File: src/rtl/scan_decoder_if.sv
// Signal bundle for scan_decoder: the '138-style enable triplet, mode/select
// inputs and the registered decoder outputs.
interface scan_decoder_if #(
    parameter int SEL_W = 3
);
    logic                    g;
    logic                    g2a_n;
    logic                    g2b_n;
    logic                    mode;
    logic [SEL_W-1:0]        sel_in;
    logic [(1<<SEL_W)-1:0]   y;
    logic [SEL_W-1:0]        sel_out;
    logic                    wrap;

    modport master (
        output g, g2a_n, g2b_n, mode, sel_in,
        input  y, sel_out, wrap
    );

    modport slave (
        input  g, g2a_n, g2b_n, mode, sel_in,
        output y, sel_out, wrap
    );
endinterface

File: src/rtl/scan_decoder.sv
// Registered SEL_W-to-2^SEL_W active-low decoder with an autonomous scan mode.
// Define SCAN_DECODER_BLANK_EN to blank y during the last clock of each scan slot.
module scan_decoder #(
    parameter int SEL_W  = 3,
    parameter int NUM_CH = 8,
    parameter int DIV    = 4
) (
    input  logic          clk,
    input  logic          rst_n,
    scan_decoder_if.slave bus
);
    localparam int OUT_W = 1 << SEL_W;
    localparam int PW    = (DIV > 1) ? $clog2(DIV) : 1;

    localparam logic [SEL_W-1:0] LAST_CH  = SEL_W'(NUM_CH - 1);
    localparam logic [PW-1:0]    PRE_LAST = PW'(DIV - 1);
    localparam logic [OUT_W-1:0] ONE_HOT0 = OUT_W'(1);

    logic [OUT_W-1:0] y_q, y_d;
    logic [SEL_W-1:0] sel_out_q, sel_out_d;
    logic             wrap_q, wrap_d;
    logic [PW-1:0]    presc_q, presc_d;

    logic             en;
    logic             blank;
    logic [SEL_W-1:0] scan_cur;

    always_comb begin
        presc_d   = presc_q;
        sel_out_d = sel_out_q;
        y_d       = '1;
        wrap_d    = 1'b0;
        blank     = 1'b0;
        scan_cur  = '0;
        en        = bus.g & ~bus.g2a_n & ~bus.g2b_n;

        if (!en) begin
            // Disabled: counters freeze so a scan resumes mid-slot later.
            presc_d   = presc_q;
            sel_out_d = sel_out_q;
        end else if (!bus.mode) begin
            presc_d   = '0;
            sel_out_d = bus.sel_in;
            if (bus.sel_in <= LAST_CH) begin
                y_d = ~(ONE_HOT0 << bus.sel_in);
            end
        end else begin
            // An out-of-range channel left over from direct mode restarts at 0.
            scan_cur = (sel_out_q > LAST_CH) ? '0 : sel_out_q;
            if (presc_q == PRE_LAST) begin
                presc_d = '0;
                if (scan_cur == LAST_CH) begin
                    sel_out_d = '0;
                    wrap_d    = 1'b1;
                end else begin
                    sel_out_d = scan_cur + SEL_W'(1);
                end
            end else begin
                presc_d   = presc_q + PW'(1);
                sel_out_d = scan_cur;
            end
`ifdef SCAN_DECODER_BLANK_EN
            blank = (presc_d == PRE_LAST);
`else
            blank = 1'b0;
`endif
            y_d = blank ? '1 : ~(ONE_HOT0 << sel_out_d);
        end
    end

    always_ff @(posedge clk) begin
        if (!rst_n) begin
            y_q       <= '1;
            sel_out_q <= '0;
            wrap_q    <= 1'b0;
            presc_q   <= '0;
        end else begin
            y_q       <= y_d;
            sel_out_q <= sel_out_d;
            wrap_q    <= wrap_d;
            presc_q   <= presc_d;
        end
    end

    assign bus.y       = y_q;
    assign bus.sel_out = sel_out_q;
    assign bus.wrap    = wrap_q;
endmodule

File: src/flat_wrapper.sv
// flat-port wrapper written by rule: the top's interface ports become plain ports
module scan_decoder_flat 
#(
    parameter int SEL_W  = 3,
    parameter int NUM_CH = 8,
    parameter int DIV    = 4
)
  (clk, rst_n, bus_g, bus_g2a_n, bus_g2b_n, bus_mode, bus_sel_in, bus_y, bus_sel_out, bus_wrap);
  scan_decoder_if #(.SEL_W(SEL_W)) bus_i ();
  input  logic clk;
  input  logic rst_n;
  input wire logic [$bits(bus_i.g)-1:0] bus_g;
  input wire logic [$bits(bus_i.g2a_n)-1:0] bus_g2a_n;
  input wire logic [$bits(bus_i.g2b_n)-1:0] bus_g2b_n;
  input wire logic [$bits(bus_i.mode)-1:0] bus_mode;
  input wire logic [$bits(bus_i.sel_in)-1:0] bus_sel_in;
  output wire logic [$bits(bus_i.y)-1:0] bus_y;
  output wire logic [$bits(bus_i.sel_out)-1:0] bus_sel_out;
  output wire logic [$bits(bus_i.wrap)-1:0] bus_wrap;
  assign bus_i.g = bus_g;
  assign bus_i.g2a_n = bus_g2a_n;
  assign bus_i.g2b_n = bus_g2b_n;
  assign bus_i.mode = bus_mode;
  assign bus_i.sel_in = bus_sel_in;
  assign bus_y = bus_i.y;
  assign bus_sel_out = bus_i.sel_out;
  assign bus_wrap = bus_i.wrap;
  scan_decoder #(.SEL_W(SEL_W), .NUM_CH(NUM_CH), .DIV(DIV)) u_core (.clk(clk), .rst_n(rst_n), .bus(bus_i));
endmodule
File: config.mk
export PLATFORM = sky130hd
export DESIGN_NAME = scan_decoder_flat
export DESIGN_NICKNAME = d
export VERILOG_FILES = /design/src/rtl/scan_decoder_if.sv /design/src/rtl/scan_decoder.sv /design/src/flat_wrapper.sv
export SDC_FILE = /design/constraint.sdc
export NUM_CORES = 1
export LEC_CHECK = 0
export ABC_AREA = 1
export CAP_MARGIN = 20
export CORE_UTILIZATION = 49
export CTS_CLUSTER_DIAMETER = 200
export CTS_CLUSTER_SIZE = 8
export DETAILED_ROUTE_END_ITERATION = 10
export GPL_TIMING_DRIVEN = 0
export PLACE_DENSITY_LB_ADDON = 0.12
export SYNTH_ARGS = -nofsm -noshare
export SYNTH_HDL_FRONTEND = slang
export SYNTH_SLANG_ARGS = --single-unit
File: constraint.sdc
create_clock -name clk -period 5.4 [get_ports clk]
set_clock_uncertainty 0.2 [all_clocks]
set_input_delay 1.35 -clock clk [delete_from_list [all_inputs] [get_ports clk]]
set_output_delay 1.35 -clock clk [all_outputs]
set_load 0.1 [all_outputs]
### Register map, names as in the netlist

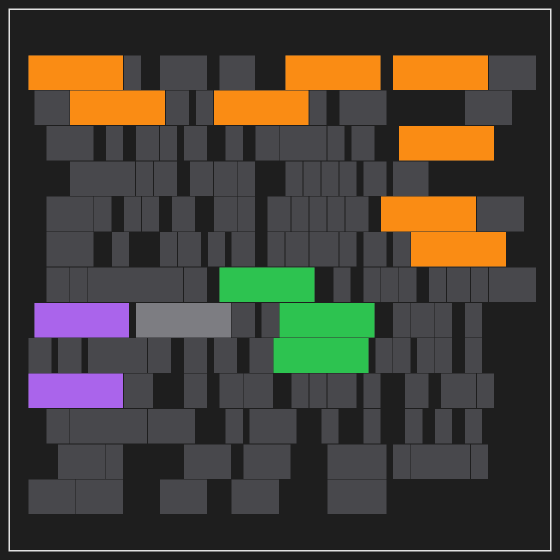
legend:
  u_core.bus.sel_out:
    colour: green
    flops: 3
  u_core.presc_q:
    colour: purple
    flops: 2
  u_core.bus.y:
    colour: orange
    flops: 8
Seq group: 0.107 mW
Flop area: 280 um2
Layout Utilization: 0.731

### Placed cells, one colour a class

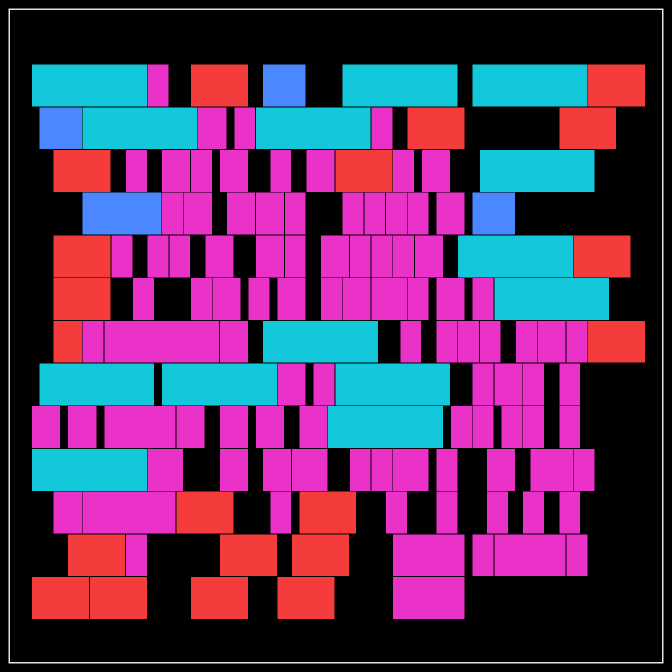
legend:
  clock drivers and dummy loads:
    colour: blue
    cells: 4
    share_of_their_area: 3.7%
  combinational and other logic:
    colour: magenta
    cells: 97
    share_of_their_area: 48%
  remaining buffers and delay cells:
    colour: red
    cells: 20
    share_of_their_area: 20%
  sequential cells:
    colour: cyan
    cells: 14
    share_of_their_area: 28%
fraction of area in registers: 0.277
Core ar.: 0.00138 mm2
row cnt: 13
Design Area, Final: 0.00101 mm2

### Clock network drawn from the DEF

Bar = 10 um.
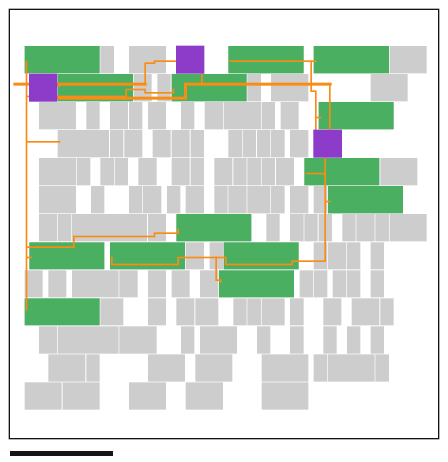
legend:
  clock wires:
    colour: orange
    length: 176 um
  clock drivers:
    colour: purple
    count: 3
  flip-flops:
    colour: green
    count: 14
routed clock nets: 4

==> flow_summary.toml <==
# yosys + openroad results
[global_route]
grtUsageTotal = 0.214
grt_pass1_vias = 666
grt_first_pass_wirelength_um = 2840
overflow = 0

[cells_and_area]
lay_top_count = "nand2_1"
lay_top_cells = "nand2_1 (31), clkdlybuf4s50_1 (19), dfxtp_1 (14)"
n_antenna_cell = 0
nNetsFinal = 149

[worst_setup_path]
critPathBufInv = 1
worstSetupStartpoint = "u_core.bus.sel_out[0]"
critPathMaxStageDelay_ns = 1.19
path_max_fanout = 7
cp_top_family = "buffers and inverters"

[final_timing]
rsz0062_at_grt = "no"
setup_tns_ns = 0
report.final.slew_viol_count = 0
finalHoldViolCount = 0

[run]
openroad.warnings = 27

[detailed_routing]
routed_wl_um = 1660
routedWlPerCell_um = 11.1

[floorplanning]
top_level_ports = 21
initCoreUtil = 0.554

[logic_synthesis]
ys.flops = 14
ys_cells = 112
yosysWarnings = 0
largest_area_cell = "dfxtp_1"
syn_avg_cell_area_um2 = 6.84

[cts]
ctsRootBufferMaster = "clkbuf_4"
path_clk_slew_ns = 0.09
cts_buffers = 3

[pwr]
powerDensity_mw_per_mm2 = 224
ir_worst_vdd_v = 0.000187

[status]
status = "completed"

[placed_design]
post-dp-hpwl_um = 1280
placedInstanceArea_um2 = 975
==> cells by family (layout without fill, tap and decap cells) <==
| logic type | Yosys count | after routing | share of synthesized area |
|---|---|---|---|
| compound gates | 20 | 20 | 0.136 |
| fa+ha+maj | 4 | 4 | 0.0654 |
| buf+inv | 15 | 38 | 0.0817 |
| flops | 14 | 14 | 0.366 |
| simple gates | 59 | 59 | 0.351 |
==> state kept, by name, summed over array words and instances (netlist names) <==
register / flops
u_core.bus.wrap: 1
u_core.bus.y: 8
u_core.bus.sel_out: 3
u_core.presc_q: 2
==> through the flow <==
| step | utilization | total power, mW |
|---|---|---|
| global placement | 0.705 | 0.150 |
| finish | 0.731 | 0.226 |
| CTS | 0.731 | 0.228 |
| global route | 0.731 | 0.236 |
| floorplan | - | 0.137 |
| detailed placement | 0.705 | 0.152 |
==> worst reg2reg max path: stages, from the launching register on <==
cell and delay [ns]:
dfxtp_1 0.39, ha_1 0.24, nor2_1 0.10, nand2_1 0.11, nand2_1 0.10, inv_1 0.04, ha_1 0.27, nor2_1 0.10
nor2_1 0.05, nand2_2 0.10, inv_4 0.06, nor2_1 0.11, o21ai_1 0.07
==> cell usage after synthesis <==
library cell	instances
nor3_1	5
o21ai_0	4
ha_1	4
nand3_1	8
a21oi_1	7
dfxtp_1	14
a31oi_1	1
inv_1	11
inv_2	1
o21ai_1	7
o21bai_1	1
nor2_8	1
buf_2	1
inv_4	2
nand2_2	1
nor2_1	12
nor3_4	1
nand2_1	31
==> area by class of cell <==
cell class	count	area, um2	area share
sequential	14	280	0.277
multi-input combinational	83	423	0.418
timing repair buffer	19	190	0.188
inverter	14	57.6	0.0569
buffer	1	5.00	0.00495
clock buffer	4	36.3	0.0359
tap	15	18.8	0.0186
==> final timing paths <==
| kind | end | slack (ns) |
|---|---|---|
| max | bus_sel_out[0] | 1.91 |
| min | u_core.presc_q[1] | 0.30 |
| max reg2reg | u_core.bus.y[1] | 3.35 |
| min reg2reg | u_core.presc_q[1] | 0.30 |
==> per-layer routing <==
metal / track usage / share of wire / routed length [um]
met3: 0.0913 / 0.063 / 104
met2: 0.331 / 0.47 / 786
met5: 0 / 0 / 0
met1: 0.272 / 0.46 / 755
met4: 0.0581 / 0.0072 / 12
==> power by group <==
group,internal (mW),switching [mW]
sequential,0.105,0.00215
combinational,0.0133,0.0287
clock,0.0411,0.0357
total,0.159,0.0665
No activity file was given, so power comes from the tool's default toggle rates.
